<file path="src/rtl/rv_reg_pkg.sv">
// Shared register-file constants and types used by the decoder, the register file and its scoreboard.
package rv_reg_pkg;

  localparam int DATA_W     = 32;
  localparam int NUM_REGS   = 16;
  localparam int REG_ADDR_W = $clog2(NUM_REGS);

  typedef logic [REG_ADDR_W-1:0] reg_addr_t;
  typedef logic [DATA_W-1:0]     reg_data_t;

endpackage

</file>
<file path="src/rtl/reg_file_mp_if.sv">
// Bundle of all decoder/writeback-facing signals of the multi-port register file.
interface reg_file_mp_if #(
  parameter int DATA_W   = 32,
  parameter int NUM_REGS = 16,
  parameter int NUM_RD   = 2,
  parameter int NUM_WR   = 1
);
  localparam int AW = $clog2(NUM_REGS);

  // wr_en and rsv_en are plain qualifiers without back-pressure: every cycle they are
  // high is consumed at the next rising clock edge. Reads have no handshake and are
  // combinational, always valid for the address currently presented.
  logic [NUM_RD*AW-1:0]     rd_addr;
  logic [NUM_RD*DATA_W-1:0] rd_data;
  logic [NUM_RD-1:0]        rd_busy;
  logic [NUM_WR-1:0]        wr_en;
  logic [NUM_WR*AW-1:0]     wr_addr;
  logic [NUM_WR*DATA_W-1:0] wr_data;
  logic                     rsv_en;
  logic [AW-1:0]            rsv_addr;
  logic [NUM_REGS-1:0]      busy_vec;
  logic                     x0_wr_err;

  modport master (
    output rd_addr, wr_en, wr_addr, wr_data, rsv_en, rsv_addr,
    input  rd_data, rd_busy, busy_vec, x0_wr_err
  );

  modport slave (
    input  rd_addr, wr_en, wr_addr, wr_data, rsv_en, rsv_addr,
    output rd_data, rd_busy, busy_vec, x0_wr_err
  );

endinterface

</file>
<file path="src/rtl/reg_scoreboard.sv">
// Pending-write scoreboard: one busy bit per register plus the sticky register-0 access error.
module reg_scoreboard #(
  parameter int NUM_REGS = 16,
  parameter int NUM_WR   = 1,
  parameter int AW       = $clog2(NUM_REGS)
) (
  input  logic                 clock,
  input  logic                 reset,
  input  logic [NUM_WR-1:0]    wr_en_i,
  input  logic [NUM_WR*AW-1:0] wr_addr_i,
  input  logic                 rsv_en_i,
  input  logic [AW-1:0]        rsv_addr_i,
  output logic [NUM_REGS-1:0]  busy_vec_o,
  output logic                 x0_wr_err_o
);
  import rv_reg_pkg::*;

  logic [NUM_REGS-1:0] busy_q, busy_d;
  logic                err_q, err_d;

  // Writes clear first, then a reservation sets, so a same-cycle reserve wins.
  always_comb begin
    busy_d = busy_q;
    err_d  = err_q;
    for (int j = 0; j < NUM_WR; j++) begin
      if (wr_en_i[j]) begin
        if (wr_addr_i[j*AW +: AW] == '0) err_d = 1'b1;
        else                             busy_d[wr_addr_i[j*AW +: AW]] = 1'b0;
      end
    end
    if (rsv_en_i) begin
      if (rsv_addr_i == '0) err_d = 1'b1;
      else                  busy_d[rsv_addr_i] = 1'b1;
    end
    busy_d[0] = 1'b0;
  end

  always_ff @(posedge clock) begin
    if (reset) begin
      busy_q <= '0;
      err_q  <= 1'b0;
    end else begin
      busy_q <= busy_d;
      err_q  <= err_d;
    end
  end

  assign busy_vec_o  = busy_q;
  assign x0_wr_err_o = err_q;

endmodule

</file>
<file path="src/rtl/reg_file_mp.sv">
// N-read / M-write integer register file with hardwired x0 and a pending-write scoreboard.
// Define REG_FILE_BYPASS_EN to forward same-cycle write data to matching reads.
module reg_file_mp #(
  parameter int DATA_W   = rv_reg_pkg::DATA_W,
  parameter int NUM_REGS = rv_reg_pkg::NUM_REGS,
  parameter int NUM_RD   = 2,
  parameter int NUM_WR   = 1
) (
  input  logic          clock,
  input  logic          reset,
  reg_file_mp_if.slave  bus
);
  import rv_reg_pkg::*;

  localparam int AW = $clog2(NUM_REGS);

  logic [DATA_W-1:0]        regs_q [NUM_REGS];
  logic [DATA_W-1:0]        regs_d [NUM_REGS];
  logic [NUM_RD*DATA_W-1:0] rd_data_c;
  logic [NUM_RD-1:0]        rd_busy_c;
  logic [NUM_REGS-1:0]      busy_vec;

  reg_scoreboard #(
    .NUM_REGS (NUM_REGS),
    .NUM_WR   (NUM_WR),
    .AW       (AW)
  ) u_scoreboard (
    .clock       (clock),
    .reset       (reset),
    .wr_en_i     (bus.wr_en),
    .wr_addr_i   (bus.wr_addr),
    .rsv_en_i    (bus.rsv_en),
    .rsv_addr_i  (bus.rsv_addr),
    .busy_vec_o  (busy_vec),
    .x0_wr_err_o (bus.x0_wr_err)
  );

  // Ascending port order lets the highest-indexed writer of an address win.
  always_comb begin
    regs_d = regs_q;
    for (int j = 0; j < NUM_WR; j++) begin
      if (bus.wr_en[j] && (bus.wr_addr[j*AW +: AW] != '0))
        regs_d[bus.wr_addr[j*AW +: AW]] = bus.wr_data[j*DATA_W +: DATA_W];
    end
  end

  always_ff @(posedge clock) begin
    if (reset) begin
      for (int r = 0; r < NUM_REGS; r++) regs_q[r] <= '0;
    end else begin
      regs_q <= regs_d;
    end
  end

  always_comb begin
    rd_data_c = '0;
    rd_busy_c = '0;
    for (int i = 0; i < NUM_RD; i++) begin
      rd_data_c[i*DATA_W +: DATA_W] = regs_q[bus.rd_addr[i*AW +: AW]];
      rd_busy_c[i]                  = busy_vec[bus.rd_addr[i*AW +: AW]];
`ifdef REG_FILE_BYPASS_EN
      for (int j = 0; j < NUM_WR; j++) begin
        if (bus.wr_en[j] && (bus.wr_addr[j*AW +: AW] == bus.rd_addr[i*AW +: AW])) begin
          rd_data_c[i*DATA_W +: DATA_W] = bus.wr_data[j*DATA_W +: DATA_W];
          rd_busy_c[i]                  = 1'b0;
        end
      end
`endif
      // x0 overrides everything, including a (rejected) forwarded write to it.
      if (bus.rd_addr[i*AW +: AW] == '0) begin
        rd_data_c[i*DATA_W +: DATA_W] = '0;
        rd_busy_c[i]                  = 1'b0;
      end
    end
  end

  assign bus.rd_data  = rd_data_c;
  assign bus.rd_busy  = rd_busy_c;
  assign bus.busy_vec = busy_vec;

endmodule

</file>
<file path="src/flat_wrapper.sv">
// flat-port wrapper written by rule: the top's interface ports become plain ports
module reg_file_mp_flat import rv_reg_pkg::*;
#(
  parameter int DATA_W   = rv_reg_pkg::DATA_W,
  parameter int NUM_REGS = rv_reg_pkg::NUM_REGS,
  parameter int NUM_RD   = 2,
  parameter int NUM_WR   = 1
)
  (clock, reset, bus_rd_addr, bus_wr_en, bus_wr_addr, bus_wr_data, bus_rsv_en, bus_rsv_addr, bus_rd_data, bus_rd_busy, bus_busy_vec, bus_x0_wr_err);
  reg_file_mp_if #(.DATA_W(DATA_W), .NUM_REGS(NUM_REGS), .NUM_RD(NUM_RD), .NUM_WR(NUM_WR)) bus_i ();
  input  logic clock;
  input  logic reset;
  input wire logic [$bits(bus_i.rd_addr)-1:0] bus_rd_addr;
  input wire logic [$bits(bus_i.wr_en)-1:0] bus_wr_en;
  input wire logic [$bits(bus_i.wr_addr)-1:0] bus_wr_addr;
  input wire logic [$bits(bus_i.wr_data)-1:0] bus_wr_data;
  input wire logic [$bits(bus_i.rsv_en)-1:0] bus_rsv_en;
  input wire logic [$bits(bus_i.rsv_addr)-1:0] bus_rsv_addr;
  output wire logic [$bits(bus_i.rd_data)-1:0] bus_rd_data;
  output wire logic [$bits(bus_i.rd_busy)-1:0] bus_rd_busy;
  output wire logic [$bits(bus_i.busy_vec)-1:0] bus_busy_vec;
  output wire logic [$bits(bus_i.x0_wr_err)-1:0] bus_x0_wr_err;
  assign bus_i.rd_addr = bus_rd_addr;
  assign bus_i.wr_en = bus_wr_en;
  assign bus_i.wr_addr = bus_wr_addr;
  assign bus_i.wr_data = bus_wr_data;
  assign bus_i.rsv_en = bus_rsv_en;
  assign bus_i.rsv_addr = bus_rsv_addr;
  assign bus_rd_data = bus_i.rd_data;
  assign bus_rd_busy = bus_i.rd_busy;
  assign bus_busy_vec = bus_i.busy_vec;
  assign bus_x0_wr_err = bus_i.x0_wr_err;
  reg_file_mp #(.DATA_W(DATA_W), .NUM_REGS(NUM_REGS), .NUM_RD(NUM_RD), .NUM_WR(NUM_WR)) u_core (.clock(clock), .reset(reset), .bus(bus_i));
endmodule
</file>
<file path="config.mk">
export PLATFORM = sky130hd
export DESIGN_NAME = reg_file_mp_flat
export DESIGN_NICKNAME = d
export VERILOG_FILES = /design/src/rtl/rv_reg_pkg.sv /design/src/rtl/reg_file_mp_if.sv /design/src/rtl/reg_scoreboard.sv /design/src/rtl/reg_file_mp.sv /design/src/flat_wrapper.sv
export SDC_FILE = /design/constraint.sdc
export NUM_CORES = 2
export LEC_CHECK = 0
export CAP_MARGIN = 30
export CELL_PAD_IN_SITES_DETAIL_PLACEMENT = 1
export CELL_PAD_IN_SITES_GLOBAL_PLACEMENT = 1
export CORE_MARGIN = 1.5
export CORE_UTILIZATION = 45
export CTS_CLUSTER_SIZE = 25
export DETAILED_ROUTE_END_ITERATION = 10
export PLACE_DENSITY = 0.72
export SYNTH_ARGS = -nofsm -noshare
export SYNTH_HDL_FRONTEND = slang
export SYNTH_SLANG_ARGS = --single-unit
export TNS_END_PERCENT = 1
</file>
<file path="constraint.sdc">
create_clock -name clock -period 7.3 [get_ports clock]
set_input_delay 2.19 -clock clock [delete_from_list [all_inputs] [get_ports clock]]
set_output_delay 2.19 -clock clock [all_outputs]
set_load 0.05 [all_outputs]
</file>
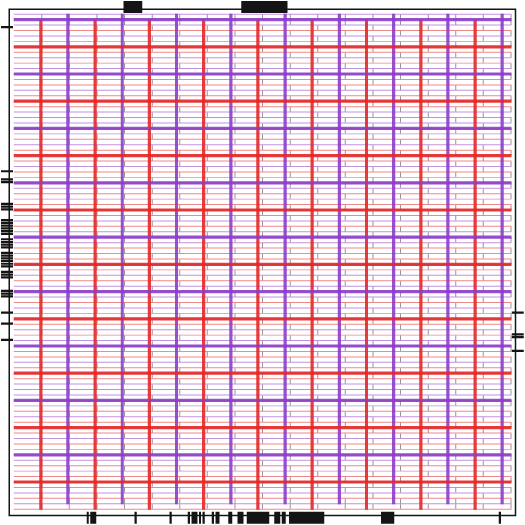
(PDN straps and rails)
(2 px per um) Pins as bars on the die edge. Tap cells in gray.
[red] VSS
[purple] VDD
met5 straps: 18
met4 straps: 18
tap cells: 837
Die X: 252.3 um
Die Ht: 252.3 um
Core Region: 61600 um2
worst vdd ir: 0.0001743 V

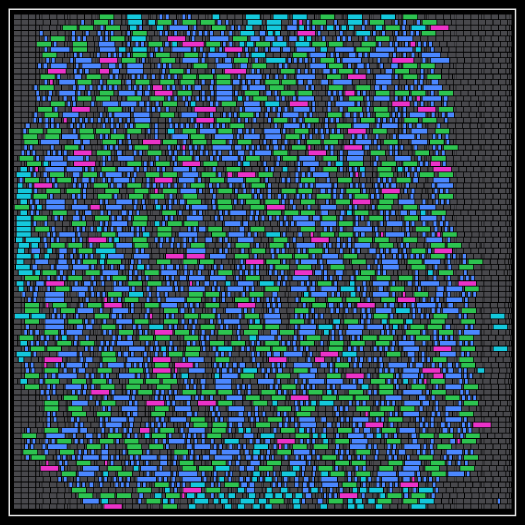
(cell classes on the final placement)
(2 px per um) Fill, decap, tap and diode cells in gray.
[cyan] other buffers and delay cells | cells: 199
[green] flip-flops | cells: 528
[blue] all other logic | cells: 2020
[magenta] clock drivers and dummy loads | cells: 103

==> ci_impl_report.md <==
## Synthesis and layout report

| Metric | Value |
|---|---|
| P_leak | `10.13 nW` |
| Pwr Total | `6.733 mW` |
| Total die area | `63670 um2` |
| Iteration-0 DRC Markers | `2410` |
| IO buf count | `133` |
| Area share, top type | `37.79%` |
| Maximum clock path buffer count | `3` |
| Sum Neg Setup Slack | `0 ns` |
| Crit path buf inv count | `3` |
| Top FF cell, synth | `dfxtp_1` |
| Hold Crit Depth | `1` |
| Cycle use final | `91.73%` |
| OpenROAD warnings | `41` |
| Largest power group | `clock` |
| Int Pwr | `4.904 mW` |
| CTS tree | `yes` |
| Comb power | `741 uW` |
| Fin Clk Skew | `0 ns` |
| Number of global-route vias before repair | `26910` |
| Slew @ Worst Pin | `1.025 ns` |
| Metal2 WL | `52350 um` |
| Final hold slack | `0.4755 ns` |
| Syn Std Cell Area | `27970 um2` |
| Nets | `2860` |
| Routed vias/inst | `6.948` |
| Outcome | `complete, no violations` |
| Chip Area, Yosys | `27970 um2` |
| Clk. pwr | `3.05 mW` |
| Final setup vio count | `0` |
| Destination of the worst hold path | `u_core.regs_q[495]` |
| Logic area | `15590 um2` |
| Root Buffer | `clkbuf_16` |
| Met3 Routed Length | `7280 um` |
| Fin area | `31590 um2` |
| Slowest-stage cell, CP | `o21ai_0` |
| Flop2flop setup slack | `6.41 ns` |
| YS warnings | `0` |
| Drt pass-1 iters | `8` |
| Initial antenna violation count | `6` |
| RR Startpoint | `u_core.u_scoreboard.busy_vec_o[4]` |
| Syn_nets | `2992` |
| Clk network pwr share | `45.3%` |
| Seq pwr share | `43.7%` |
| Gpl congestion | `0.8087` |
| Grt ovf | `0` |
| Post-place setup slack | `0.6812 ns` |
| CTS Buf Count | `59` |
| Global-route wire length before repair | `163000 um` |
| Largest net degree at the start of global routing | `137` |
| Most frequent cell after synthesis | `dfxtp_1` |
| Cells along the critical path | `clkdlybuf4s50_1 -> or2_2 -> buf_4 -> o21ai_0 -> buf_12` |
| Syn Area/Cell | `9.515 um2` |
| R2r endpoint | `u_core.u_scoreboard.busy_vec_o[4]` |
| WP data required | `5.11 ns` |
| Area delta synth->final | `12.91%` |
| Setup crit end kind | `primary output` |
| Max Slew Vio Count | `0` |
| Worst rel slew slack | `31.64%` |
| P_seq | `2.94 mW` |
| DR vias | `25640` |
| Register area | `10570 um2` |
| RSZ-0062 raised after global routing | `false` |
| Top post-synthesis cells by count | `dfxtp_1 (528), o21ai_0 (513), a21oi_1 (497)` |
| Met2 Usage GRT | `55.31%` |
| Clk latency late pin | `0.63 ns` |
| Count of non-filler cells in the finished layout | `3690` |
| Power per cell area | `213.2 nW/um2` |
| Crit-path leading delay family | `buffers and inverters` |
| Max Cap Viol | `0` |
| Routed WL | `106500 um` |
| Crit path kind | `input port to primary output` |
| Antenna-violating nets left | `0` |
| Async SR Flop Fraction | `0%` |
| Initial Util | `45.41%` |
| Routed len/inst | `28.85 um` |
| Fmax | `0.1493 GHz` |
| Psw | `1.829 mW` |
| Synth area leader | `dfxtp_1` |
| Drt drc | `0` |
| Final worst slack | `0.6041 ns` |
| Buffers inserted by post-CTS timing repair | `0` |
| Synth area leaders | `dfxtp_1 (38%), mux4_2 (17%), o21ai_0 (9.2%)` |
| Met1 Use GR | `42.58%` |
| Hold Path Class | `flop to flop` |
## placed cells by master (no fill, tap or decap), types with 3 or more instances in the layout
cell and instances:
nand3b_1 4, buf_4 71, buf_12 60, bufinv_16 5, clkbuf_8 8, nand3_1 481
mux2i_1 64, mux4_2 210, clkbuf_16 61, diode_2 3, o21ai_1 46, buf_6 4
nand2_1 13, nor2b_4 4, dfxtp_1 528, a22oi_1 66, clkdlybuf4s50_1 61, clkinv_2 10
clkbuf_1 17, mux4_1 50, a21oi_1 497, o21ai_0 513, nor2b_1 38
## flip-flops by register name, summed over array words and instances (netlist names)
| signal | count |
|---|---|
| u_core.regs_q | 512 |
| u_core.u_scoreboard.busy_vec_o | 15 |
| u_core.u_scoreboard.x0_wr_err_o | 1 |
## logic make-up (layout without fill, tap and decap cells)
logic type,after synthesis,count (layout),share of synthesized area (%)
other,1,4,0.01341
muxes,328,328,24.15
and+or+nand+nor,565,565,10.41
DFF,528,528,37.79
buffers and inverters,392,302,6.857
AOI/OAI and AO/OA,1126,1126,20.78
## worst max path at each step
stage	depth (start not counted)	start	endpoint	slack [ns]
finish	5	bus_rd_addr[7]	bus_rd_data[33]	0.60
global route	6	bus_rd_addr[4]	bus_rd_data[34]	0.62
floorplan	6	bus_rd_addr[1]	bus_rd_data[21]	1.06
CTS	5	bus_rd_addr[7]	bus_rd_data[33]	0.66
detailed placement	5	bus_rd_addr[7]	bus_rd_data[33]	0.68
global placement	5	bus_rd_addr[7]	bus_rd_data[33]	0.66
## layout make-up
class                           count  area share [%]
Antenna cell                        3         0.02377
Clock buffer                       86           5.383
Clock inverter                     17          0.6813
Multi-Input combinational cell   2020           49.34
Sequential cell                   528           33.46
Tap cell                          837           3.315
Timing Repair Buffer              199           7.788
Power is estimated from default activity; no workload was simulated.
